### Placement by cell class

(3 px per µm)
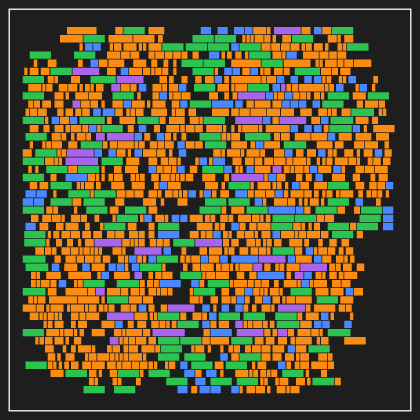
### Placement density heat map

(3 px per µm) 13 x 13 tiles, from dark blue (low) to red (high), 0 to 100% covered.
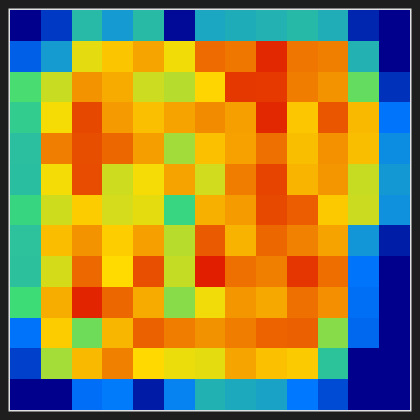
### Placement view

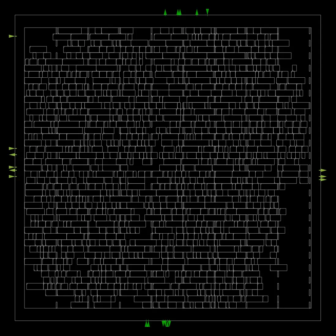
### I/O nets highlighted

(2 px per µm)
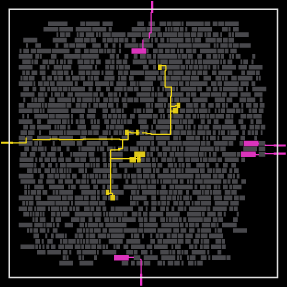
===== src/rtl/breathing_fib_pkg.sv =====
// Shared types for the Fibonacci breathing PWM: phase, direction, mode and per-channel control state.
package breathing_fib_pkg;

  typedef enum logic {PH_HIGH = 1'b0, PH_LOW = 1'b1} phase_e;
  typedef enum logic {DIR_UP = 1'b0, DIR_DOWN = 1'b1} dir_e;
  typedef enum logic {MODE_WRAP = 1'b0, MODE_MIRROR = 1'b1} mode_e;

  // Width-independent part of a channel's state; the WIDTH-sized counters live in the channel.
  typedef struct packed {
    phase_e phase;
    dir_e   dir;
  } fib_chan_state_t;

endpackage


===== src/rtl/breathing_fib_channel.sv =====
// One breathing PWM channel: HIGH/LOW phases of length cur, with cur walking the Fibonacci
// sequence up (and, in mirror mode, back down) at each LOW phase end.
module breathing_fib_channel
  import breathing_fib_pkg::*;
#(
  parameter int unsigned WIDTH      = 8,
  parameter int unsigned MAX_PERIOD = (2 ** WIDTH) - 1
) (
  input  logic i_clk,
  input  logic i_rst,
  input  logic i_restart,
  input  logic i_en,
  input  logic i_mode,
  output logic o_pwm,
  output logic o_peak,
  output logic o_cycle_done
);

  localparam logic [WIDTH-1:0] One  = WIDTH'(1);
  localparam logic [WIDTH:0]   MaxP = (WIDTH + 1)'(MAX_PERIOD);

  logic [WIDTH-1:0] r_cnt, r_cur, r_prv;
  logic [WIDTH-1:0] w_cnt_d, w_cur_d, w_prv_d;
  fib_chan_state_t  r_st, w_st_d;
  logic [WIDTH:0]   w_sum;
  logic [WIDTH-1:0] w_diff;
  logic             w_end, w_ovf;
  mode_e            w_mode;
  logic             w_peak_evt, w_done_evt;
  logic             r_peak_evt, r_done_evt;
  logic             r_pwm, r_peak, r_done;

  assign w_mode = mode_e'(i_mode);
  assign w_sum  = {1'b0, r_cur} + {1'b0, r_prv};
  assign w_diff = r_cur - r_prv;
  assign w_ovf  = (w_sum > MaxP);
  assign w_end  = (r_cnt == (r_cur - One));

  always_comb begin
    w_cnt_d    = r_cnt;
    w_cur_d    = r_cur;
    w_prv_d    = r_prv;
    w_st_d     = r_st;
    w_peak_evt = 1'b0;
    w_done_evt = 1'b0;
    if (i_en) begin
      if (!w_end) begin
        w_cnt_d = r_cnt + One;
      end else begin
        w_cnt_d = '0;
        if (r_st.phase == PH_HIGH) begin
          w_st_d.phase = PH_LOW;
        end else begin
          w_st_d.phase = PH_HIGH;
          if (r_st.dir == DIR_UP) begin
            if (!w_ovf) begin
              w_cur_d = w_sum[WIDTH-1:0];
              w_prv_d = r_cur;
            end else if (w_mode == MODE_WRAP) begin
              w_cur_d    = One;
              w_prv_d    = '0;
              w_done_evt = 1'b1;
            end else begin
              w_st_d.dir = DIR_DOWN;
              w_cur_d    = r_prv;
              w_prv_d    = w_diff;
              w_peak_evt = 1'b1;
            end
          end else if ((r_cur == One) && (r_prv == '0)) begin
            w_st_d.dir = DIR_UP;
            w_cur_d    = One;
            w_prv_d    = One;
            w_done_evt = 1'b1;
          end else begin
            w_cur_d = r_prv;
            w_prv_d = w_diff;
          end
        end
      end
    end
  end

  // Status pulses pass through a staging flop so they line up with the first pwm cycle of
  // the HIGH phase they announce (pwm itself lags the phase register by one cycle).
  always_ff @(posedge i_clk) begin
    if (i_rst || i_restart) begin
      r_cnt      <= '0;
      r_cur      <= One;
      r_prv      <= '0;
      r_st       <= '{phase: PH_HIGH, dir: DIR_UP};
      r_peak_evt <= 1'b0;
      r_done_evt <= 1'b0;
      r_pwm      <= 1'b0;
      r_peak     <= 1'b0;
      r_done     <= 1'b0;
    end else begin
      r_cnt      <= w_cnt_d;
      r_cur      <= w_cur_d;
      r_prv      <= w_prv_d;
      r_st       <= w_st_d;
      r_peak_evt <= w_peak_evt;
      r_done_evt <= w_done_evt;
      r_pwm      <= i_en & (r_st.phase == PH_HIGH);
      r_peak     <= r_peak_evt;
      r_done     <= r_done_evt;
    end
  end

  assign o_pwm        = r_pwm;
  assign o_peak       = r_peak;
  assign o_cycle_done = r_done;

endmodule


===== src/rtl/breathing_fib_pwm_multi.sv =====
// Multi-channel Fibonacci breathing PWM: NUM_CH independent channels sharing clock, reset,
// restart and the wrap/mirror mode select.
module breathing_fib_pwm_multi
  import breathing_fib_pkg::*;
#(
  parameter int unsigned WIDTH      = 8,
  parameter int unsigned NUM_CH     = 4,
  parameter int unsigned MAX_PERIOD = (2 ** WIDTH) - 1
) (
  input  logic              clk,
  input  logic              rst,
  input  logic [NUM_CH-1:0] en,
  input  logic              mode,
  input  logic              restart,
  output logic [NUM_CH-1:0] pwm_out,
  output logic [NUM_CH-1:0] peak,
  output logic [NUM_CH-1:0] cycle_done
);

  if ((MAX_PERIOD < 2) || (64'(MAX_PERIOD) > ((64'(1) << WIDTH) - 64'(1)))) begin : g_bad_max
    $error("MAX_PERIOD must lie in 2..2**WIDTH-1");
  end

  for (genvar k = 0; k < NUM_CH; k++) begin : g_ch
    breathing_fib_channel #(
      .WIDTH      (WIDTH),
      .MAX_PERIOD (MAX_PERIOD)
    ) u_ch (
      .i_clk        (clk),
      .i_rst        (rst),
      .i_restart    (restart),
      .i_en         (en[k]),
      .i_mode       (mode),
      .o_pwm        (pwm_out[k]),
      .o_peak       (peak[k]),
      .o_cycle_done (cycle_done[k])
    );
  end

endmodule


===== config.mk =====
export PLATFORM = sky130hd
export DESIGN_NAME = breathing_fib_pwm_multi
export DESIGN_NICKNAME = d
export VERILOG_FILES = /design/src/rtl/breathing_fib_pkg.sv /design/src/rtl/breathing_fib_channel.sv /design/src/rtl/breathing_fib_pwm_multi.sv
export SDC_FILE = /design/constraint.sdc
export NUM_CORES = 1
export LEC_CHECK = 0
export CORE_MARGIN = 4
export CORE_UTILIZATION = 57
export CTS_CLUSTER_SIZE = 30
export DETAILED_ROUTE_END_ITERATION = 8
export PLACE_DENSITY_LB_ADDON = 0.2
export SKIP_CTS_REPAIR_TIMING = 1
export SLEW_MARGIN = 20
export SYNTH_ARGS = -nofsm -noshare
export SYNTH_HDL_FRONTEND = slang
export SYNTH_SLANG_ARGS = --single-unit

===== constraint.sdc =====
create_clock -name clk -period 2.7 [get_ports clk]
set_clock_uncertainty 0.15 [all_clocks]
set_input_delay 0.54 -clock clk [delete_from_list [all_inputs] [get_ports clk]]
set_output_delay 0.54 -clock clk [all_outputs]
set_load 0.005 [all_outputs]

==> impl_metrics.json <==
{
  "status": "finished with violations",
  "violations": "setup timing",
  "ir_drop_v": 0.0005729,
  "cts_buffer_depth": 2,
  "cp_num_buf_inv": 3,
  "hp-start": "g_ch[1].u_ch.r_peak_evt$_SDFF_PP0_",
  "final_cell_mix": "buf_4, dfxtp_1, nor2_1",
  "max_freq_ghz": 0.3588,
  "area_delta_synth_final_pct": 25.03,
  "drt_wl_total_mm": 25.06,
  "fin_ws_ps": -87.08,
  "min_path_cells": 1,
  "crit_type": "reg2reg",
  "grt_util_all_layers": 0.2586,
  "ys.flop_type": "dfxtp_1",
  "async_reset_ff_frac": 0,
  "logic_gates": 826,
  "rsz0062_at_grt": "true",
  "grt_pass1_wl_mm": 38.41,
  "slew_headroom": 0.5029,
  "layout.nets": 1268,
  "core_area_mm2": 0.01531,
  "place_congestion": 0.9479,
  "finalSetupViolCount": 6,
  "hold_violations": 0,
  "clock_buffers": 17,
  "simple_gate_area_frac": 0.2002,
  "cap_viol_max_count": 0,
  "p_per_area_mw_per_mm2": 434.7,
  "cp.arrival_ps": 2960,
  "period_used_share": 1.032,
  "p_int_w": 0.003579,
  "m1WireLength_mm": 11.00,
  "grt.met1_usage": 0.3465,
  "xor_area_frac": 0.1056,
  "startpoint": "g_ch[3].u_ch.r_cur[1]$_SDFFE_PP0P_"
}
About 'Placement by cell class':
Green is flip-flops, cells 124. Blue is other buffers and delay cells, cells 146. Purple is clock drivers and dummy loads, cells 32. Orange is all other logic, cells 891.
final core utilization: 0.7313
row count: 45

About 'Placement density heat map':
50% of the tiles are over 75% full. The fullest tile reaches 97%. The densest ninth of the die: center.

About 'Placement view':
fin cells: 1,404
Seq Cell Count: 124
number of tapcells: 211
Seq area share: 0.2241
# fillers: 1,157

About 'I/O nets highlighted':
Yellow is `mode`, bits 1, direction input, edge west, end cells 10, buffers 3, wire 189 µm. Magenta is `peak`, bits 4, direction output, edge 2 east, 1 north, 1 south, end cells 4, buffers 4, wire 48.1 µm.
Port Buf Inserts: 19
I/O Pins: 20

==> stage by stage <==
| step | total power, W | cells | hold WS (ps) |
|---|---|---|---|
| final | 0.004868 | 1404 | 274.1 |
| after CTS | 0.004793 | 1386 | 276.6 |
| after floorplan | 0.002239 | 1075 | 255.7 |
| after detailed placement | 0.002411 | 1354 | 263.0 |
| after global placement | 0.002404 | 1354 | 258.0 |
| after global routing | 0.005030 | 1404 | 300.0 |
==> power by group through the flow <==
stage,logic (W),clock network [W],registers (W)
2_1_floorplan,0.000321,0,0.00192
3_5_place_dp,0.000487,0,0.00192
6_report,0.000573,0.00241,0.00189
5_1_grt,0.000617,0.00252,0.00189
3_3_place_gp,0.000481,0,0.00192
4_1_cts,0.000494,0.00242,0.00188
Power and IR drop assume default switching activity.
